## src/rtl/solution_serializer.sv

```systemverilog
// Latches a solved grid and streams it to uart_tx as a header byte {n,m} followed by row bitmap bytes.
// Latency: first strobe 1 cycle after valid_in, then 1 cycle after each transmit_done; one byte outstanding.
module solution_serializer #(
    parameter int MAX_N = 11,
    parameter int MAX_M = 11
) (
    input  logic                   clk,
    input  logic                   rst,
    input  logic                   valid_in,
    input  logic [MAX_N*MAX_M-1:0] solution,
    input  logic [3:0]             n,
    input  logic [3:0]             m,
    input  logic                   transmit_done,
    output logic                   transmit_ready,
    output logic [7:0]             byte_out,
    output logic                   busy,
    output logic                   frame_done
);
    localparam int G = MAX_N * MAX_M;

    typedef enum logic [2:0] {IDLE, HEADER, ROW_LO, ROW_HI, WAIT, FINISH} state_t;

    state_t       state;
    state_t       sent;
    logic [G-1:0] grid;
    logic [3:0]   n_eff;
    logic [3:0]   m_eff;
    logic [3:0]   row;

    logic [3:0]   n_clamp;
    logic [3:0]   m_clamp;
    logic         wide;
    logic         last_row;
    logic         last_byte;
    logic [3:0]   tgt_row;
    logic [G-1:0] shifted;
    logic [15:0]  col_mask;
    logic [15:0]  row_word;

    always_comb begin
        n_clamp  = (n > 4'(MAX_N)) ? 4'(MAX_N) : n;
        m_clamp  = (m > 4'(MAX_M)) ? 4'(MAX_M) : m;
        wide     = m_eff > 4'd8;
        last_row = row == (n_eff - 4'd1);
        // Header of an empty grid ends the frame; otherwise the row's final byte does.
        if (sent == HEADER) begin
            last_byte = (n_eff == 4'd0) || (m_eff == 4'd0);
        end else begin
            last_byte = ((sent == ROW_HI) || !wide) && last_row;
        end
        if (sent == HEADER) begin
            tgt_row = 4'd0;
        end else if (sent == ROW_LO && wide) begin
            tgt_row = row;
        end else begin
            tgt_row = row + 4'd1;
        end
        shifted  = grid >> (32'(tgt_row) * MAX_M);
        col_mask = (16'd1 << m_eff) - 16'd1;
        row_word = '0;
        row_word[MAX_M-1:0] = shifted[MAX_M-1:0];
        row_word = row_word & col_mask;
    end

    always_ff @(posedge clk or posedge rst) begin
        if (rst) begin
            state          <= IDLE;
            sent           <= IDLE;
            grid           <= '0;
            n_eff          <= '0;
            m_eff          <= '0;
            row            <= '0;
            transmit_ready <= 1'b0;
            byte_out       <= '0;
            busy           <= 1'b0;
            frame_done     <= 1'b0;
        end else begin
            transmit_ready <= 1'b0;
            frame_done     <= 1'b0;
            case (state)
                IDLE: begin
                    if (valid_in) begin
                        grid           <= solution;
                        n_eff          <= n_clamp;
                        m_eff          <= m_clamp;
                        row            <= '0;
                        busy           <= 1'b1;
                        byte_out       <= {n_clamp, m_clamp};
                        transmit_ready <= 1'b1;
                        state          <= HEADER;
                    end
                end
                HEADER, ROW_LO, ROW_HI: begin
                    sent  <= state;
                    state <= WAIT;
                end
                WAIT: begin
                    if (transmit_done) begin
                        if (last_byte) begin
                            busy       <= 1'b0;
                            frame_done <= 1'b1;
                            state      <= FINISH;
                        end else begin
                            row            <= tgt_row;
                            transmit_ready <= 1'b1;
                            if (sent == ROW_LO && wide) begin
                                byte_out <= row_word[15:8];
                                state    <= ROW_HI;
                            end else begin
                                byte_out <= row_word[7:0];
                                state    <= ROW_LO;
                            end
                        end
                    end
                end
                FINISH: state <= IDLE;
                default: state <= IDLE;
            endcase
        end
    end
endmodule

```

## config.mk

```make
export PLATFORM = sky130hd
export DESIGN_NAME = solution_serializer
export DESIGN_NICKNAME = d
export VERILOG_FILES = /design/src/rtl/solution_serializer.sv
export SDC_FILE = /design/constraint.sdc
export NUM_CORES = 1
export LEC_CHECK = 0
export CAP_MARGIN = 40
export CORE_MARGIN = 2
export CORE_UTILIZATION = 25
export CTS_CLUSTER_SIZE = 8
export DETAILED_ROUTE_END_ITERATION = 16
export GPL_ROUTABILITY_DRIVEN = 0
export PLACE_DENSITY = 0.52
export SYNTH_ARGS = -nofsm -noshare
export SYNTH_HDL_FRONTEND = slang
export SYNTH_SLANG_ARGS = --single-unit
export TNS_END_PERCENT = 100
```

## constraint.sdc

```tcl
create_clock -name clk -period 6.8 [get_ports clk]
set_input_delay 1.02 -clock clk [delete_from_list [all_inputs] [get_ports clk]]
set_output_delay 1.02 -clock clk [all_outputs]
set_load 0.03 [all_outputs]
```

run_1/m2.png
Bar = 50 um.
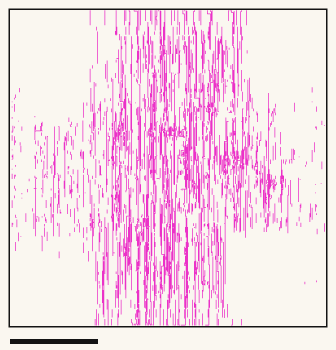
share of all routed wire: 45%
wire length on this layer: 11400 um
nets with wire on the layer: 911
main direction: vertical

run_1/floorplan.png
Bar = 50 um. Pins as bars on the die edge.
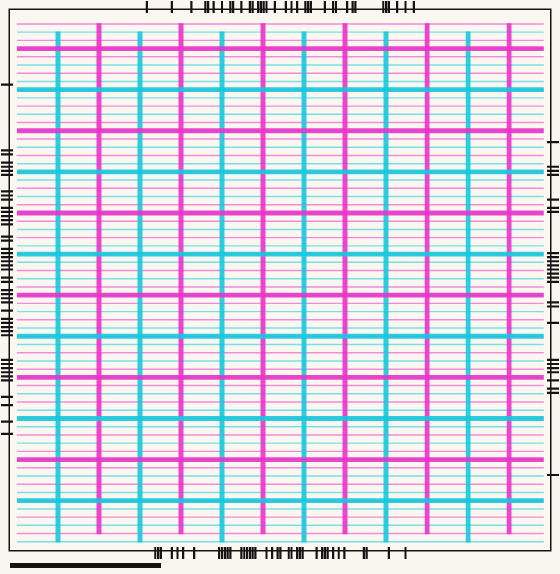
| net | colour |
|---|---|
| VDD | magenta |
| VSS | cyan |
met5 straps: 12
met1 rails: 64
rows: 63
met4 straps: 12
signal pins: 144

run_1/clock_nets.png
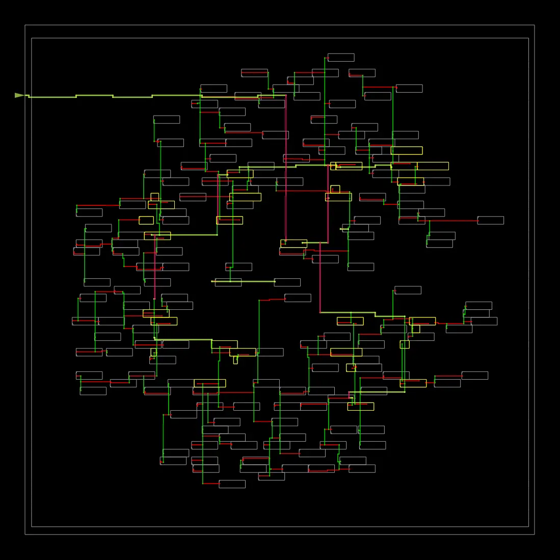
Clock Sinks: 150
number of sequential cells: 150
setup skew after layout: 15.9 ps
clk_lat worst skew: 430 ps

run_1/m3.png
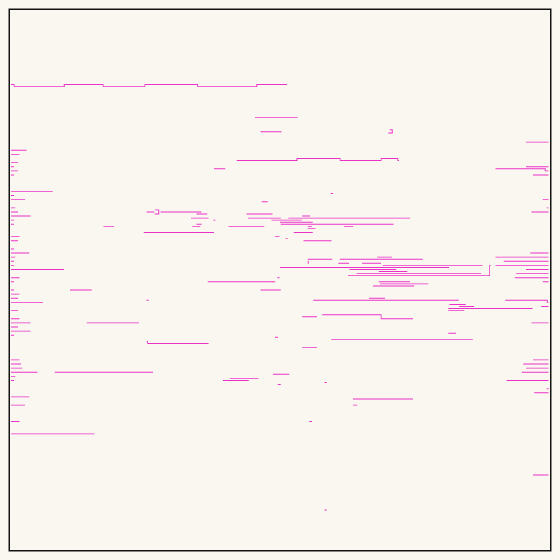
main direction: horizontal
share of all routed wire: 5.5%
drt total wl: 25.3 mm
DR vias: 6731

==> notes.md, run 1 <==
Implementation run completed; key figures follow.

STA:
- The run puts the number of endpoints with negative hold slack in the final report at 0.
- Setup repair after global routing left no endpoint under its margin.
- The run puts the share of the cycle needed by the critical path after routing at 0.502.
- After layout, the worst setup slack is 3390 ps.
- In this build the clock could be raised as far as 0.293 GHz.

Hold path:
- For hold timing, the worst endpoint is state[0].
- Counting instances, the worst hold path has a depth of 1.
- The type recorded for the worst min-delay path is reg2reg.

Layout:
- The run gives the number of flip-flops under the largest register name as 121.
- The run gives the layout overhead on the synthesized area as 31.6%.
- The run puts the number of clock buffers in the layout at 19.
- The post-route utilization of the core is recorded as 0.336.
- The run gives the area taken by flip-flops and latches as 3750 sq um.

Flow run:
- The run puts the number of max-cap violations at 0.
- The number of warnings reported in the stage logs is 26.

Clocking:
- The run gives the buffer depth of the longest clock path as 2.
- For this design, the CTS-stage hold fixing added 0 buffers.

Synthesis:
- The run gives the simple-gate share of the synthesized area as 0.288.
- The run gives the most frequently used flop master after synthesis as dfrtp_1.
- The run gives the and-or/or-and share of the synthesized area as 0.140.
- The run gives the fraction of synthesis flops using an asynchronous set or reset pin as 1.00.

Pwr:
- The run gives the relative contribution of combinational cells to total power as 0.413.
- The run puts the power of the clock network at 1.05 mW.
- The run puts the overall power consumption at 4.60 mW.
- The run gives the power per unit of standard cell area as 458 nW/um^2.

Setup path:
- For the worst setup path, the data required time is 7150 ps.
- Across all register-to-register paths, the minimum setup slack is 3390 ps.
- The run gives the standard cell with the maximum stage delay on the critical path as o31ai_1.
- In this run the number of cells on the critical path is 9.
- The signal on the critical path passes through or4_1 > ha_1 > nor2_1 > mux2i_1 > o31ai_1 > o21ai_0 > nor4_1 > a22oi_1 > a31oi_1.
- The run puts the worst path buffer plus inverter count at 0.
- The run gives the type of origin of the critical path as a flop.

Run status:
- The flow ran to the end, and the final reports show no timing, DRC or antenna violations.

Floorplan:
- According to the floorplan report, the die width is 179 um.
- The run puts the placeable core region at 29900 sq um.
- The run puts the tapcell count at 390.

Global routing:
- The run gives the pin count of the biggest net entering global routing as 83.
- The run gives the number of global-route vias before repair as 6772.
- The run puts the overflow left after global routing at 0.

Route:
- The run puts the average wire per standard cell at 17.8 um.
- The run puts the ratio of routed vias to standard cells at 4.72.
## run 1: cells in the mapped netlist, types with 4 or more instances
cell type / n
a2111oi_0: 8
inv_1: 6
a211oi_1: 19
nand3_1: 20
nor4_1: 4
buf_6: 6
nand2b_1: 5
and3_1: 19
xnor2_1: 5
o31ai_1: 4
mux2i_1: 14
a21oi_1: 30
o21ai_1: 12
a311oi_1: 9
nor3_1: 11
a21o_1: 9
buf_1: 5
nor2_1: 14
clkbuf_1: 33
buf_2: 16
o21ai_0: 20
nand2_1: 422
a31oi_1: 6
dfrtp_1: 150
## run 1: stage by stage
step | hold WS [ps] | area (sq um) | std cells
2_1_floorplan | 432 | 7630 | 913
5_1_grt | 474 | 10000 | 1426
3_3_place_gp | 446 | 9310 | 1392
6_report | 463 | 10000 | 1426
4_1_cts | 468 | 10000 | 1426
3_5_place_dp | 457 | 9390 | 1395
## run 1: per-layer routing
layer  up-vias  routed length [um]  part of all wire  track usage
met2       213               11400              0.45        0.251
li1       3281                   -                 -            -
met1      3212               12100              0.48        0.230
met3        25                1390             0.055       0.0407
met4         0                 379             0.015       0.0478
met5         -                   0                 0            0
## run 1: placed cells by master, fill, tap and decap left out, drive strengths merged, types with 4 or more instances in the layout
cell type	n
clkbuf	19
clkdlybuf4s50	143
xnor2	5
a2111oi	10
a211oi	20
dfrtp	150
bufinv	5
buf	12
a21oi	34
nand2	423
nor3	13
and2	4
o21ai	33
clkinv	4
a41oi	4
a31oi	6
a311oi	10
o211ai	4
nor2	15
and3	19
nor4	4
inv	8
o311ai	4
mux2i	14
nand2b	5
a21o	9
nand3	22
o31ai	4
==> run 2: changes to the inputs <==
Settings changed: PLACE_DENSITY 0.52 to 0.54.
Clock period 6.8 ns to 2.7 ns, I/O delays scaled along.
run_2/clock_nets.png
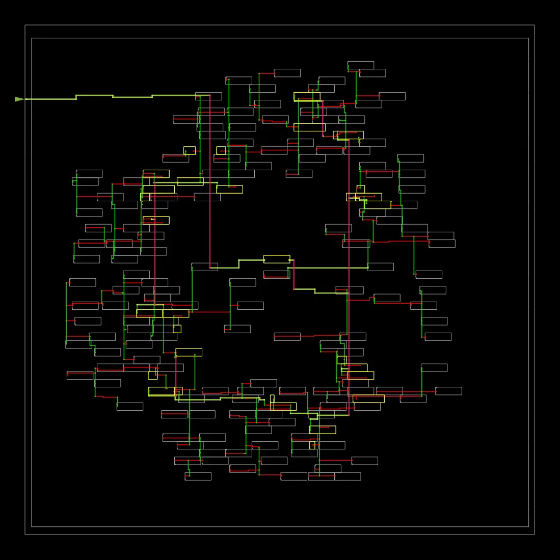
setup skew after layout: 10.2 ps
number of clock buffers in the layout: 19

run_2/layers.png
Bar = 50 um. Only two layers are drawn.
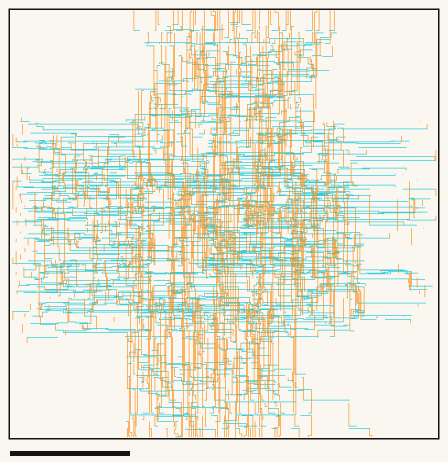
| layer | colour | wire length |
|---|---|---|
| M1 | cyan | 12000 um |
| M2 | orange | 11500 um |
drt total wl: 25.6 mm
GRT Total Usage: 0.168
DR vias: 6948
average wire length per cell after detail routing: 17.4 um

run_2/m3.png
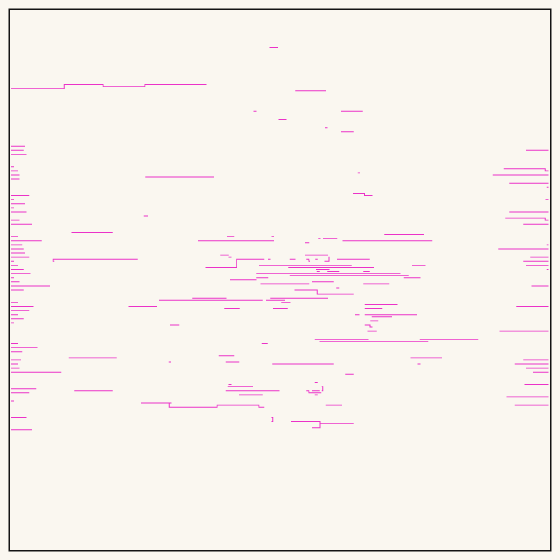
nets with wire on the layer: 130
longest straight run: 47.4 um
wire length on this layer: 1340 um
main direction: horizontal

==> notes.md, run 2 <==
Implementation run completed; key figures follow.

Floorplan:
- The boundary pin count was 144 (unchanged).
- The run puts the die height at 179 um (unchanged).
- The run puts the die span in x at 179 um (unchanged).
- The run gives the placeable core region as 29900 sq um (unchanged).
- The run gives the starting utilization of the core area as 0.255 (unchanged).

Global routing:
- The run puts the overflow left after global routing at 0 (unchanged).
- The number of global-route vias before repair came to 7112 (was 6772).
- The run puts the first-pass GRT wire length at 40.3 mm (was 39.4 mm).
- The run gives the pin count of the biggest net entering global routing as 84 (was 83).
- The run puts the number of antenna violations at the first check in global routing at 0 (unchanged).

STA:
- The run puts the number of pins with negative max-slew slack in the final report at 0 (unchanged).
- The run gives the maximum operating frequency as 0.380 GHz (was 0.293 GHz).
- The final period demand of the worst path came to 2630 ps (was 3410 ps).
- The final setup violation count was 0 (unchanged).
- The number of endpoints with negative hold slack in the final report came to 0 (unchanged).
- The share of the cycle needed by the critical path after routing is 0.975 (was 0.502).
- Unrepaired setup endpoints after global routing: yes (was no).
- The run gives the worst hold margin as 391 ps (was 463 ps).

Synthesis:
- The run gives the and-or/or-and share of the synthesized area as 0.140 (unchanged).
- The most numerous cell in the Yosys netlist is nand2_1 (unchanged).
- Most common library cells after synthesis: nand2_1, dfrtp_1, clkbuf_1 (unchanged).
- The run gives the share of the synthesized netlist area taken by xor and xnor gates as 0.00804 (unchanged).
- The run gives the mux share of post-synthesis cell area as 0.0213 (unchanged).
- The run puts the fraction of synthesis flops using an asynchronous set or reset pin at 1.00 (unchanged).
- The run puts the area reported by Yosys stat at 7630 sq um (unchanged).
- The run puts the post-synthesis cell count at 913 (unchanged).
- The run gives the dominant kind of combinational cell as simple AND/OR/NAND/NOR gates (unchanged).
- The run gives the synthesized cell area as 7630 sq um (unchanged).
- The most frequently used flop master after synthesis was dfrtp_1 (unchanged).
- The run puts the number of enable flip-flop cells at 0 (unchanged).
- The simple-gate share of the synthesized area came to 0.288 (unchanged).

Clocking:
- The run gives the clock sink count as 150 (unchanged).
- The insertion delay at the late pin of the worst-skew pair came to 430 ps (about the same).
- The cell chosen for the clock root was clkbuf_16 (unchanged).
- The run gives the H-tree depth as 4 (unchanged).
- The run gives the buffer depth of the longest clock path as 2 (unchanged).
- The post-cts hold buffer count was 0 (unchanged).

Setup path:
- The end of the critical path is byte_out[5] (was byte_out[2]).
- The critical path class is reg2reg (unchanged).
- The run gives the arrival time of data at the critical path endpoint as 3000 ps (was 3760 ps).
- The delay contributed by the slowest stage of the critical path is 640 ps (was 740 ps).
- The kind of end point of the critical path is a flop (unchanged).
- The type of origin of the critical path was a flop (unchanged).
- The standard cell with the maximum stage delay on the critical path was a2111oi_1 (was o31ai_1).
- Cell-by-cell listing of the critical path: or3_1 > buf_4 > a211oi_4 > nor2_4 > mux2i_1 > a2111oi_1 > a211oi_2 > o21ai_1 (was or4_1 > ha_1 > nor2_1 > mux2i_1 > o31ai_1 > o21ai_0 > nor4_1 > a22oi_1 > a31oi_1).
- The run gives the slack of the worst reg-to-reg path as 70 ps (was 3390 ps).
- The run gives the launching element of the worst setup path as m_eff[1] (unchanged).
- The required arrival time at the worst endpoint was 3060 ps (was 7150 ps).

Layout:
- The run gives the number of flip-flops under the largest register name as 121 (unchanged).
- The tally of non-filler cells in the final layout is 1473 (was 1426).
- The share of cells above drive strength 1 came to 0.109 (was 0.0656).
- The run gives the number of inserted filler cells in the final layout as 3092 (unchanged).
- The fraction of the core area covered by cells at the end of the flow came to 0.350 (was 0.336).
- The most frequent standard cell in the layout excluding fill and tap cells is nand2_1 (unchanged).
- The run gives the multi-input combinational cell area as 3560 sq um (was 3540 sq um).
- The run gives the area taken by flip-flops and latches as 3760 sq um (was 3750 sq um).
- The run gives the final instance area as 10400 sq um (was 10000 sq um).
- The layout overhead on the synthesized area came to 37.0% (was 31.6%).
- Commonest cells after routing, fill and taps aside: nand2_1, dfrtp_1, clkdlybuf4s50_1, buf_4, a21oi_1 (was nand2_1, dfrtp_1, clkdlybuf4s50_1, a21oi_1).
- The register name with the most flops was grid (unchanged).
- Registers with the most flip-flops: grid (121), byte_out (8) (unchanged).

Route:
- The run gives the detailed router's first-iteration violation count as 500 (was 511).
- The run gives the ratio of routed vias to standard cells as 4.72 (about the same).
- The run puts the post-detailed-route DRC marker count at 0 (unchanged).

Place:
- The standard cell area after detailed placement is 9800 sq um (was 9390 sq um).
- The cell total after placement is 1439 (was 1395).

Pwr:
- The run gives the power per unit of standard cell area as 1140 nW/um^2 (was 458 nW/um^2).

Hold path:
- The run gives the path type of the worst min-delay path as in2async (was reg2reg).

Flow run:
- The run gives the tally of OpenROAD warnings as 27 (was 26).
- The number of max-cap violations was 0 (unchanged).

Run status:
- Result of the run: finished clean (unchanged).
[run 2: critical path, delay by kind of cell, from the launching register on]
kind                   cells  cell delay, ps
AND/OR/NAND/NOR            2             530
AND-OR/OR-AND              4            1240
buffers and inverters      1             190
flip-flops                 1             450
multiplexers               1             150
[run 2: per-layer routing]
layer  track usage  routed length [um]  vias to the layer above
met5             0                   0                        -
met4        0.0617                 724                        0
met3        0.0329                1340                       47
met2         0.258               11500                      221
met1         0.233               12000                     3309
li1              -                   -                     3371
[run 2: through the flow]
| step | TNS [ps] | setup slack, ps | power [mW] |
|---|---|---|---|
| 2_1_floorplan | 0 | 174 | 7.28 |
| 3_3_place_gp | -111 | -111 | 9.35 |
| 3_5_place_dp | -41.2 | -41.2 | 9.42 |
| 4_1_cts | 0 | 36.6 | 12.0 |
| 5_1_grt | -44.4 | -44.4 | 12.8 |
| 6_report | 0 | 67.5 | 11.9 |
[run 2: power breakdown]
part | total [mW] | switching, mW | internal, mW
Combinational | 5.35 | 3.17 | 2.18
Sequential | 4.09 | 0.800 | 3.29
Clock | 2.49 | 1.02 | 1.47
Total | 11.9 | 4.98 | 6.94
[run 2: logic make-up after synthesis]
| group | count (synthesis) |
|---|---|
| mux | 16 |
| xor+xnor | 7 |
| flops | 150 |
| fa+ha+maj | 3 |
| simple gates | 519 |
| compound gates | 148 |
| buf+inv | 70 |
[run 2: what timing repair did]
item,4_1_cts,5_1_grt
gates resized,1,10
buffers inserted,0,2
pin swaps,0,4
endpoints found under the setup margin,1,6
cloned,0,0
[run 2: final cells by class]
type                       instances  share of cell area
clock buffer                      19              0.0414
multi-input combinational        693               0.341
timing repair buffer             201               0.192
clock inverter                    13              0.0165
sequential                       150               0.360
tap                              390              0.0467
inverter                           7             0.00287
==> run 3: changes to the inputs <==
Settings changed: PLACE_DENSITY 0.54 to not set.
Clock period 2.7 ns to 3.4 ns, I/O delays scaled along.
run_3/m2.png
Bar = 50 um.
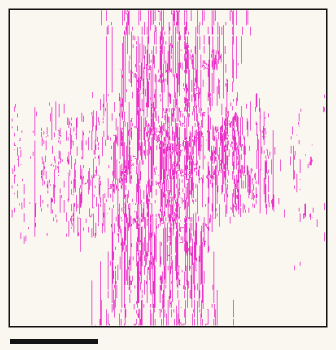
share of all routed wire: 45%
longest straight run: 54.4 um
main direction: vertical
wire length on this layer: 11400 um
nets with wire on the layer: 943
DR vias: 6880
met2 usage: 0.249
drt total wl: 25.2 mm

run_3/clock_nets.png
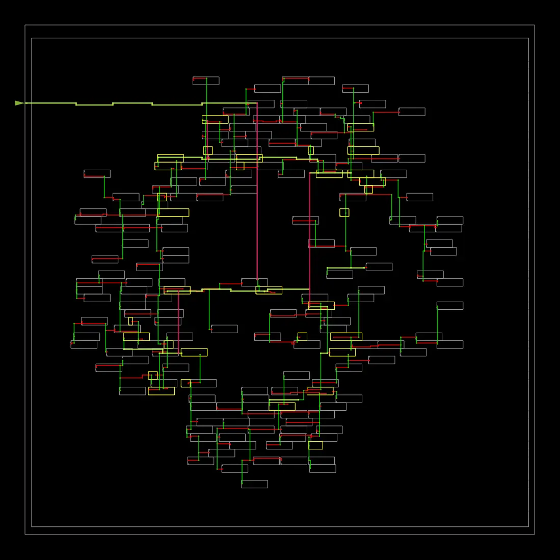
clock group total power: 1.98 mW
clock buffer count from CTS: 17
setup skew after layout: 8.58 ps

run_3/floorplan.png
Bar = 50 um. Pins as bars on the die edge.
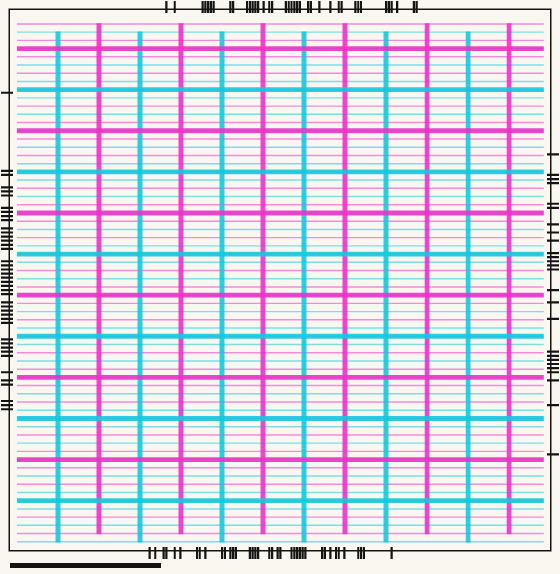
| net | colour |
|---|---|
| VDD | magenta |
| VSS | cyan |
signal pins: 144
met5 straps: 12
met1 rails: 64

==> notes.md, run 3 <==
Implementation run completed; key figures follow.

Floorplan:
- The die span in x was 179 um (unchanged).
- The run puts the die height at 179 um (unchanged).
- The run puts the placeable core region at 29900 sq um (unchanged).
- The run puts the starting utilization of the core area at 0.255 (unchanged).

Setup path:
- The standard cell with the maximum stage delay on the critical path is or4_1 (was a2111oi_1).
- The run gives the delay contributed by the slowest stage of the critical path as 640 ps (about the same).
- The worst path buffer plus inverter count was 0 (was 1).
- The kind of end point of the critical path is a flop (unchanged).
- The run gives the arrival time of data at the critical path endpoint as 3500 ps (was 3000 ps).
- The required arrival time at the worst endpoint came to 3740 ps (was 3060 ps).
- Cell-by-cell listing of the critical path: or4_1 > ha_1 > nor2_1 > mux2i_1 > o31ai_1 > o21ai_0 > nor4_1 > a22oi_1 > a31oi_1 (was or3_1 > buf_4 > a211oi_4 > nor2_4 > mux2i_1 > a2111oi_1 > a211oi_2 > o21ai_1).

Place:
- The run gives the standard cell area after detailed placement as 9400 sq um (was 9800 sq um).

Clocking:
- The buffers inserted during post-CTS setup optimization came to 0 (unchanged).
- The run gives the buffer depth of the longest clock path as 2 (unchanged).
- The run puts the cell resize tally after clock tree synthesis at 0 (was 1).
- The run puts the clock sink count at 150 (unchanged).
- The cell chosen for the clock root was clkbuf_16 (unchanged).

Layout:
- The run gives the register name with the most flops as grid (unchanged).
- The run gives the number of flip-flops under the largest register name as 121 (unchanged).
- Commonest cells after routing, fill and taps aside: nand2_1, dfrtp_1, clkdlybuf4s50_1, a21oi_1 (was nand2_1, dfrtp_1, clkdlybuf4s50_1, buf_4, a21oi_1).
- The run puts the layout overhead on the synthesized area at 31.3% (was 37.0%).
- The most frequent standard cell in the layout excluding fill and tap cells was nand2_1 (unchanged).
- Registers with the most flip-flops: grid (121), byte_out (8) (unchanged).
- The run puts the tally of non-filler cells in the final layout at 1433 (was 1473).

Global routing:
- The busiest metal layer after global routing is met2 (unchanged).
- The run gives the met1 usage in global routing as 0.229 (was 0.233).
- The overflow left after global routing is 0 (unchanged).
- The total routing resource utilization after global routing came to 0.162 (was 0.168).
- The run gives the number of antenna violations at the first check in global routing as 0 (unchanged).
- The run puts the first-pass GRT wire length at 38.9 mm (was 40.3 mm).
- The met3 usage in global routing came to 0.0333 (was 0.0329).

STA:
- The run gives the share of the cycle needed by the critical path after routing as 0.928 (was 0.975).
- The number of pins with negative max-slew slack in the final report was 0 (unchanged).
- The run gives the smallest setup slack after layout as 244 ps (was 67.5 ps).
- The run puts the number of endpoints with negative hold slack in the final report at 0 (unchanged).
- The sum of negative setup slack came to 0 ps (unchanged).
- The run gives the worst hold margin as 461 ps (was 391 ps).
- Unrepaired setup endpoints after global routing: no (was yes).
- The run puts the final setup violation count at 0 (unchanged).

Run status:
- Result of the run: finished clean (unchanged).

Pwr:
- The run gives the share of total power in the clock network as 0.218 (was 0.209).
- The run puts the power per unit of standard cell area at 907 nW/um^2 (was 1140 nW/um^2).
- The net switching power was 3.87 mW (was 4.98 mW).
- The run gives the share of total power consumed by net switching as 0.426 (was 0.418).
- The run puts the sequential group share of total power at 0.367 (was 0.343).
- The run puts the overall power consumption at 9.08 mW (was 11.9 mW).

Synthesis:
- The run gives the number of enable flip-flop cells as 0 (unchanged).
- The run gives the post-synthesis cell count as 913 (unchanged).
- The run gives the area reported by Yosys stat as 7630 sq um (unchanged).
- The run gives the most numerous cell in the Yosys netlist as nand2_1 (unchanged).
- The run puts the fraction of synthesis flops using an asynchronous set or reset pin at 1.00 (unchanged).

Route:
- The run gives the ratio of routed vias to standard cells as 4.80 (was 4.72).
- The run puts the detailed router's first-iteration violation count at 630 (was 500).
- The post-detailed-route DRC marker count came to 0 (unchanged).

Hold path:
- The path type of the worst min-delay path was reg2reg (was in2async).

Flow run:
- The run puts the number of max-cap violations at 0 (unchanged).
-- run 3: cell count changes in the layout (fill, tap and decap cells not counted), moves of 2 or more --
cell	delta
buf_12	-9
a2111oi_0	+6
dfrtp_1	+2
buf_4	-31
a2111oi_1	-6
dfrtp_2	-2
-- run 3: cell families after synthesis --
kind of cell / after synthesis / share of synthesized area
AND-OR/OR-AND: 148 / 0.140
buffers and inverters: 70 / 0.0453
flip-flops: 150 / 0.492
AND/OR/NAND/NOR: 519 / 0.288
multiplexers: 16 / 0.0213
XOR/XNOR: 7 / 0.00804
adder cells (fa/ha/maj): 3 / 0.00492
-- run 3: worst paths after layout --
check / from / to / slack [ps] / depth (start not counted)
min: state[1] / state[0] / 460 / 1
min reg2reg: state[1] / state[0] / 460 / 1
max: m_eff[0] / byte_out[2] / 240 / 9
min in group asynchronous: rst / grid[58] / 510 / 2
max reg2reg: m_eff[0] / byte_out[2] / 240 / 9
max in group asynchronous: rst / byte_out[5] / 2080 / 3
-- run 3: power groups by stage --
stage                     clock network [mW]  logic (mW)  registers, mW
after global placement                     0        3.70           3.36
after floorplan                            0        2.72           3.06
after CTS                               2.01        3.79           3.32
final                                   1.98        3.77           3.33
after detailed placement                   0        3.77           3.34
after global routing                    2.10        4.23           3.42
-- run 3: metal layers --
layer | up-vias | part of all wire
met5 | - | 0
met4 | 0 | 0.021
met3 | 29 | 0.066
met2 | 246 | 0.45
met1 | 3316 | 0.46
li1 | 3289 | -
-- run 3: final cells by class --
cell class	count	area, sq um
flip-flops and latches	150	3750
clock buffers	19	443
clock inverters	13	171
fillers	3100	19900
inverters	7	30.0
multi-input cells	693	3540
repair buffers	161	1590
well taps	390	488
Power is estimated from default activity; no workload was simulated.
